$ cat src/rtl/bitfield_pkg.sv
// Shared op encoding and width-generic rotate / low-ones helpers for the bitfield pipeline.
package bitfield_pkg;

    localparam int BF_XLEN_DEF = 64;
    localparam int BF_MAX_W    = 128;

    typedef enum logic [1:0] {
        BF_UBFM = 2'd0,
        BF_SBFM = 2'd1,
        BF_BFM  = 2'd2,
        BF_RSVD = 2'd3
    } bf_op_t;

    typedef logic [BF_MAX_W-1:0] bf_word_t;

    // n low bits set; n == full width yields all ones without overflowing the shift
    function automatic bf_word_t ones(input int unsigned n);
        bf_word_t m;
        if (n >= BF_MAX_W) begin
            m = {BF_MAX_W{1'b1}};
        end else begin
            m = (bf_word_t'(1'b1) << n) - bf_word_t'(1'b1);
        end
        return m;
    endfunction

    function automatic bf_word_t ror(input bf_word_t x, input int unsigned r, input int unsigned w);
        bf_word_t y;
        if (r == 32'd0) begin
            y = x & ones(w);
        end else begin
            y = ((x >> r) | (x << (w - r))) & ones(w);
        end
        return y;
    endfunction

endpackage

$ cat src/rtl/bitfield_pipe_mask_gen.sv
// Combinational field masks for the bitfield ops: wmask selects the rotated field,
// tmask selects the bits kept from the bottom result before top fill.
module bf_mask_gen
    import bitfield_pkg::*;
#(
    parameter  int XLEN  = BF_XLEN_DEF,
    localparam int IMM_W = $clog2(XLEN)
) (
    input  logic [IMM_W-1:0] immr,
    input  logic [IMM_W-1:0] imms,
    output logic [XLEN-1:0]  wmask,
    output logic [XLEN-1:0]  tmask
);

    logic [IMM_W-1:0] diff_s;

    // IMM_W-bit subtraction wraps exactly mod XLEN since XLEN is a power of two
    always_comb begin
        diff_s = imms - immr;
        wmask  = XLEN'(ror(ones(32'(imms) + 32'd1), 32'(immr), 32'(XLEN)));
        tmask  = XLEN'(ones(32'(diff_s) + 32'd1));
    end

endmodule

$ cat src/rtl/bitfield_pipe.sv
// Pipelined UBFM/SBFM/BFM unit: stage 1 rotates and builds masks, stage 2 forms the
// bottom/top candidates, the output stage merges them and holds until the CDB accepts.
module bitfield_pipe
    import bitfield_pkg::*;
#(
    parameter  int XLEN  = BF_XLEN_DEF,
    parameter  int TAG_W = 6,
    localparam int IMM_W = $clog2(XLEN)
) (
    input  logic             clk,
    input  logic             rst,
    input  logic             flush,
    input  logic             in_valid,
    output logic             in_ready,
    input  logic [1:0]       in_op,
    input  logic [XLEN-1:0]  in_src,
    input  logic [XLEN-1:0]  in_dst,
    input  logic [IMM_W-1:0] in_immr,
    input  logic [IMM_W-1:0] in_imms,
    input  logic [TAG_W-1:0] in_tag,
    output logic             out_valid,
    input  logic             out_ready,
    output logic [XLEN-1:0]  out_res,
    output logic [TAG_W-1:0] out_tag
);

    logic             out_adv_s;
    logic             s2_adv_s;
    logic             s1_adv_s;
    logic             s1_load_s;
    logic             s2_load_s;
    logic             out_load_s;
    logic [XLEN-1:0]  rot_s;
    logic [XLEN-1:0]  wmask_s;
    logic [XLEN-1:0]  tmask_s;
    logic             sbit_s;
    logic [XLEN-1:0]  bot_s;
    logic [XLEN-1:0]  top_s;

    logic             s1_valid_d, s1_valid_q;
    bf_op_t           s1_op_d,    s1_op_q;
    logic [XLEN-1:0]  s1_rot_d,   s1_rot_q;
    logic [XLEN-1:0]  s1_wmask_d, s1_wmask_q;
    logic [XLEN-1:0]  s1_tmask_d, s1_tmask_q;
    logic             s1_sbit_d,  s1_sbit_q;
    logic [XLEN-1:0]  s1_dst_d,   s1_dst_q;
    logic [TAG_W-1:0] s1_tag_d,   s1_tag_q;

    logic             s2_valid_d, s2_valid_q;
    logic [XLEN-1:0]  s2_bot_d,   s2_bot_q;
    logic [XLEN-1:0]  s2_top_d,   s2_top_q;
    logic [XLEN-1:0]  s2_tmask_d, s2_tmask_q;
    logic [TAG_W-1:0] s2_tag_d,   s2_tag_q;

    logic             out_valid_d, out_valid_q;
    logic [XLEN-1:0]  out_res_d,   out_res_q;
    logic [TAG_W-1:0] out_tag_d,   out_tag_q;

    bf_mask_gen #(
        .XLEN (XLEN)
    ) u_mask_gen (
        .immr  (in_immr),
        .imms  (in_imms),
        .wmask (wmask_s),
        .tmask (tmask_s)
    );

    // Backpressure chain: a stage may load when it is empty or its own contents move on
    always_comb begin
        out_adv_s  = !out_valid_q || out_ready;
        s2_adv_s   = !s2_valid_q || out_adv_s;
        s1_adv_s   = !s1_valid_q || s2_adv_s;
        in_ready   = s1_adv_s;
        s1_load_s  = s1_adv_s && in_valid;
        s2_load_s  = s2_adv_s && s1_valid_q;
        out_load_s = out_adv_s && s2_valid_q;
        rot_s      = XLEN'(ror(bf_word_t'(in_src), 32'(in_immr), 32'(XLEN)));
        sbit_s     = in_src[in_imms];
    end

    // Stage 1 capture: rotated source, both masks, sign bit and passthrough fields
    always_comb begin
        if (flush) begin
            s1_valid_d = 1'b0;
        end else if (s1_adv_s) begin
            s1_valid_d = in_valid;
        end else begin
            s1_valid_d = s1_valid_q;
        end
        s1_op_d    = s1_load_s ? bf_op_t'(in_op) : s1_op_q;
        s1_rot_d   = s1_load_s ? rot_s           : s1_rot_q;
        s1_wmask_d = s1_load_s ? wmask_s         : s1_wmask_q;
        s1_tmask_d = s1_load_s ? tmask_s         : s1_tmask_q;
        s1_sbit_d  = s1_load_s ? sbit_s          : s1_sbit_q;
        s1_dst_d   = s1_load_s ? in_dst          : s1_dst_q;
        s1_tag_d   = s1_load_s ? in_tag          : s1_tag_q;
    end

    // Per-op bottom field and the value that fills bits above the field
    always_comb begin
        bot_s = {XLEN{1'b0}};
        top_s = {XLEN{1'b0}};
        case (s1_op_q)
            BF_UBFM: begin
                bot_s = s1_rot_q & s1_wmask_q;
                top_s = {XLEN{1'b0}};
            end
            BF_SBFM: begin
                bot_s = s1_rot_q & s1_wmask_q;
                top_s = {XLEN{s1_sbit_q}};
            end
            BF_BFM: begin
                bot_s = (s1_dst_q & ~s1_wmask_q) | (s1_rot_q & s1_wmask_q);
                top_s = s1_dst_q;
            end
            default: begin
                bot_s = {XLEN{1'b0}};
                top_s = {XLEN{1'b0}};
            end
        endcase
    end

    // Stage 2 and output stage next-state
    always_comb begin
        if (flush) begin
            s2_valid_d  = 1'b0;
            out_valid_d = 1'b0;
        end else begin
            s2_valid_d  = s2_adv_s  ? s1_valid_q : s2_valid_q;
            out_valid_d = out_adv_s ? s2_valid_q : out_valid_q;
        end
        s2_bot_d   = s2_load_s ? bot_s      : s2_bot_q;
        s2_top_d   = s2_load_s ? top_s      : s2_top_q;
        s2_tmask_d = s2_load_s ? s1_tmask_q : s2_tmask_q;
        s2_tag_d   = s2_load_s ? s1_tag_q   : s2_tag_q;
        out_res_d  = out_load_s ? ((s2_top_q & ~s2_tmask_q) | (s2_bot_q & s2_tmask_q)) : out_res_q;
        out_tag_d  = out_load_s ? s2_tag_q : out_tag_q;
    end

    // Pipeline registers; reset empties every stage and zeroes the visible result
    always_ff @(posedge clk or posedge rst) begin
        if (rst) begin
            s1_valid_q  <= 1'b0;
            s1_op_q     <= BF_UBFM;
            s1_rot_q    <= {XLEN{1'b0}};
            s1_wmask_q  <= {XLEN{1'b0}};
            s1_tmask_q  <= {XLEN{1'b0}};
            s1_sbit_q   <= 1'b0;
            s1_dst_q    <= {XLEN{1'b0}};
            s1_tag_q    <= {TAG_W{1'b0}};
            s2_valid_q  <= 1'b0;
            s2_bot_q    <= {XLEN{1'b0}};
            s2_top_q    <= {XLEN{1'b0}};
            s2_tmask_q  <= {XLEN{1'b0}};
            s2_tag_q    <= {TAG_W{1'b0}};
            out_valid_q <= 1'b0;
            out_res_q   <= {XLEN{1'b0}};
            out_tag_q   <= {TAG_W{1'b0}};
        end else begin
            s1_valid_q  <= s1_valid_d;
            s1_op_q     <= s1_op_d;
            s1_rot_q    <= s1_rot_d;
            s1_wmask_q  <= s1_wmask_d;
            s1_tmask_q  <= s1_tmask_d;
            s1_sbit_q   <= s1_sbit_d;
            s1_dst_q    <= s1_dst_d;
            s1_tag_q    <= s1_tag_d;
            s2_valid_q  <= s2_valid_d;
            s2_bot_q    <= s2_bot_d;
            s2_top_q    <= s2_top_d;
            s2_tmask_q  <= s2_tmask_d;
            s2_tag_q    <= s2_tag_d;
            out_valid_q <= out_valid_d;
            out_res_q   <= out_res_d;
            out_tag_q   <= out_tag_d;
        end
    end

    // Drive the output ports straight from the output stage registers
    always_comb begin
        out_valid = out_valid_q;
        out_res   = out_res_q;
        out_tag   = out_tag_q;
    end

endmodule

$ cat config.mk
export PLATFORM = sky130hd
export DESIGN_NAME = bitfield_pipe
export DESIGN_NICKNAME = d
export VERILOG_FILES = /design/src/rtl/bitfield_pkg.sv /design/src/rtl/bitfield_pipe_mask_gen.sv /design/src/rtl/bitfield_pipe.sv
export SDC_FILE = /design/constraint.sdc
export NUM_CORES = 2
export LEC_CHECK = 0
export ABC_AREA = 1
export CORE_ASPECT_RATIO = 0.7
export CORE_MARGIN = 4
export CORE_UTILIZATION = 30
export DETAILED_ROUTE_END_ITERATION = 12
export PLACE_DENSITY_LB_ADDON = 0.08
export SLEW_MARGIN = 40
export SYNTH_ARGS = -nofsm -noshare
export SYNTH_HDL_FRONTEND = slang
export SYNTH_SLANG_ARGS = --single-unit
$ cat constraint.sdc
create_clock -name clk -period 16.22 [get_ports clk]
set_input_delay 2.433 -clock clk [delete_from_list [all_inputs] [get_ports clk]]
set_output_delay 2.433 -clock clk [all_outputs]
set_load 0.03 [all_outputs]
==> images/layer_met1.png <==
(1 px per µm) Cells faint in the background.
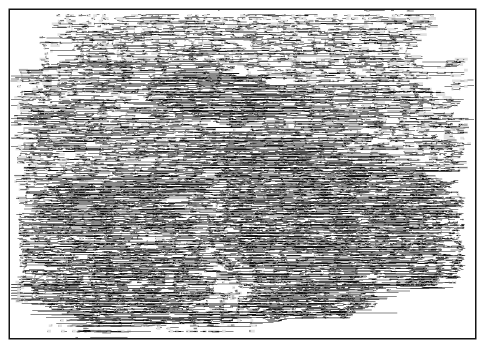
share of all routed wire: 47%
wire length on this layer: 115 mm
longest straight run: 146 µm

==> images/layer_met2.png <==
(1 px per µm)
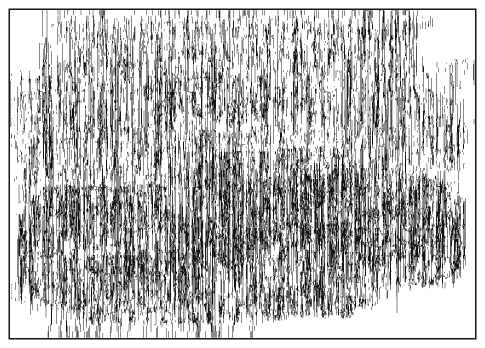
share of all routed wire: 39%
nets with wire on the layer: 5663

==> images/layer_met3.png <==
(1 px per µm) Cells faint in the background.
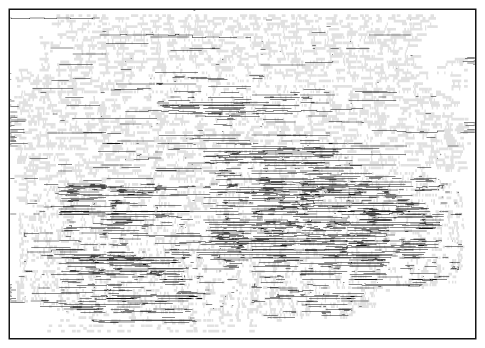
nets with wire on the layer: 826
wire length on this layer: 24.8 mm

[layout make-up]
type,instances,area (µm²),share of cell area (%)
multi-input combinational,5524,26600,53.8
sequential,536,13400,27.1
timing repair buffer,317,3070,6.22
tap,1963,2460,4.97
inverter,552,2110,4.27
clock buffer,76,1510,3.06
clock inverter,23,259,0.524
antenna,6,15.0,0.0304
[metal layers]
layer / GRT usage, % / routed length, µm / vias to the layer above
li1: - / - / 23300
met1: 47.7 / 115000 / 24800
met5: 0 / 101 / -
met4: 8.43 / 7700 / 14
met3: 6.64 / 24800 / 345
met2: 42.5 / 95800 / 2766
[per-stage QoR]
stage	util, %	std cells	worst slack [ns]
global placement	32.6	8880	7.93
CTS	33.9	8989	8.67
finish	34.0	8997	8.30
detailed placement	32.7	8890	7.96
floorplan	-	7098	6.50
global route	34.0	8992	8.22
[flip-flops by register name, indices dropped and copies added (netlist names), 2 cells and up]
name / cells
out_tag: 6
out_res: 64
s2_tmask_q: 64
s2_bot_q: 64
s1_op_q: 2
s1_tmask_q: 64
s2_top_q: 64
s1_wmask_q: 64
s2_tag_q: 6
s1_rot_q: 64
s1_dst_q: 64
s1_tag_q: 6
[power by group through the flow]
stage | registers (µW) | logic (µW) | clock network (µW)
finish | 1810 | 2020 | 1310
global route | 1840 | 2170 | 1400
CTS | 1810 | 1970 | 1340
detailed placement | 1830 | 1960 | 0
global placement | 1830 | 1950 | 0
floorplan | 1810 | 1120 | 0
[cells in the mapped netlist (12+ instances only)]
cell type                     n
sky130_fd_sc_hd__o21ai_0    609
sky130_fd_sc_hd__clkbuf_1   301
sky130_fd_sc_hd__dfrtp_1    536
sky130_fd_sc_hd__nand3_1   1064
sky130_fd_sc_hd__nor2_4      13
sky130_fd_sc_hd__buf_1      104
sky130_fd_sc_hd__mux2i_1     96
sky130_fd_sc_hd__nand3_2     32
sky130_fd_sc_hd__nand2_1   2330
sky130_fd_sc_hd__ha_1        12
sky130_fd_sc_hd__a21boi_0    58
sky130_fd_sc_hd__or2_2       17
sky130_fd_sc_hd__o21ai_1     33
sky130_fd_sc_hd__o22ai_1     37
sky130_fd_sc_hd__a22oi_1     24
sky130_fd_sc_hd__o31ai_1     59
sky130_fd_sc_hd__nand4_1     60
sky130_fd_sc_hd__o211ai_1    92
sky130_fd_sc_hd__nand3b_1    13
sky130_fd_sc_hd__xor2_1      14
sky130_fd_sc_hd__inv_1      531
sky130_fd_sc_hd__buf_2       72
sky130_fd_sc_hd__o32ai_1     12
sky130_fd_sc_hd__nand2_2     33
sky130_fd_sc_hd__nor2_2      35
sky130_fd_sc_hd__nor2_1     416
sky130_fd_sc_hd__inv_2       18
sky130_fd_sc_hd__nor3_1      25
sky130_fd_sc_hd__a31oi_1     38
sky130_fd_sc_hd__a21oi_1    295
[kinds of logic after synthesis]
kind of cell,Yosys count,share of synthesized area (%)
other,1,0.00855
multiplexers,96,2.19
adder cells (fa/ha/maj),13,0.388
AND/OR/NAND/NOR,4075,39.9
AND-OR/OR-AND,1316,17.2
XOR/XNOR,22,0.490
flip-flops,536,30.6
buffers and inverters,1038,9.21
==> summary.txt <==
Results of the full flow below.

Route:
- The run gives the count of unresolved DRC violations after routing as 0.
- The run puts the antenna violation net count after detailed routing at 0.
- The run gives the first-iteration detailed-routing DRC count as about 7400.
- The run puts the via density per instance at around 5.7.
- The run gives the detail-routed net length per standard cell as 27.1 µm.
- For this block, the routed nets add up to 244000 µm of wire.

Clock tree:
- The run puts the number of gates given a new drive strength after cts at 0.
- The run puts the post-cts hold-fix buffer tally at 0.
- The run puts the post-CTS setup buffer count at 0.
- The run gives the number of buffers added by the clock tree synthesis step as around 53.
- The run puts the number of clock sinks at 536.
- The run gives the CTS tree as built.

Die:
- The floorplan step set the die height to 328 µm.
- In the floorplan report the effective utilization is 30.2%.
- The run puts the area of the core region at 145000 µm².
- Measured along the x axis, the die boundary spans 465 µm.

Final timing:
- The run puts the final tally of hold violations at 0.
- The final report lists the setup-violating endpoint count as 0.
- Setup repair after global routing left no endpoint under its margin.
- The run gives the final critical delay including setup and external delays as 7.92 ns.

Min path:
- STA shows the worst min-delay path finishing at s1_tmask_q[0]$_DFFE_PP0P_.

Finish:
- In the layout the commonest cells are sky130_fd_sc_hd__nand2_1 (2326), sky130_fd_sc_hd__nand3_1 (1064), sky130_fd_sc_hd__o21ai_0 (605), sky130_fd_sc_hd__dfrtp_1 (536), sky130_fd_sc_hd__inv_1 (519).
- The run gives the number of nets in the finished design as 7150.
- The run gives the share of layout cells above drive strength 1 as 5.68%.
- The run gives the number of fill cells in the layout as 16300.

Critical path:
- The run gives the required time at the worst-slack endpoint as ~17 ns.
- On the critical path the largest part of the delay comes from simple AND/OR/NAND/NOR gates.
- The worst setup path is of the in2reg kind.
- The run gives the setup slack of the worst register-to-register path as 12.59 ns.
- The run puts the number of buffers and inverters on the critical path at 7.
- The run puts the worst reg-to-reg path cell count at 12.
- The run gives the termination of the worst setup path as s1_tmask_q[39]$_DFFE_PP0P_.
- Looking at the reg2reg group, the worst path starts from out_valid$_DFFE_PP0P_.
- The run puts the total number of cells along the worst setup path at 21.

Placed design:
- The run gives the detailed placement HPWL as 185000 µm.
- RePlAce ended its routability-driven mode at a weighted congestion of 1.02.
- The run gives the count of buffers inserted at the top-level ports as 224.

Global route:
- The run puts the largest net degree at the start of global routing at 133.
- Global routing used 30.9% of the available tracks across all layers.

Power and ir drop:
- The run puts the internal power contribution at 2880 µW.
- The run gives the part of the total power dissipated in sequential elements as 35.2%.
- Per the OpenROAD power report, switching power amounts to 2260 µW.

Status:
- The run finished with clean final reports.

Synthesis:
- The run puts the total standard cell area after synthesis at 43900 µm².
- The run puts the fraction of synthesis flops using an asynchronous set or reset pin at 100%.
- The run gives the distinct cell type count after synthesis as between 60 and 70.
- Sequential elements use 30.6% of the synthesized area.
- Post-synthesis, Yosys gives the total cell area as 43900 µm².

Flow run:
- The run puts the count of tool warnings at 39.
- The run gives the count of max-cap constraint violations as 0.
No activity file was given, so power comes from the tool's default toggle rates.
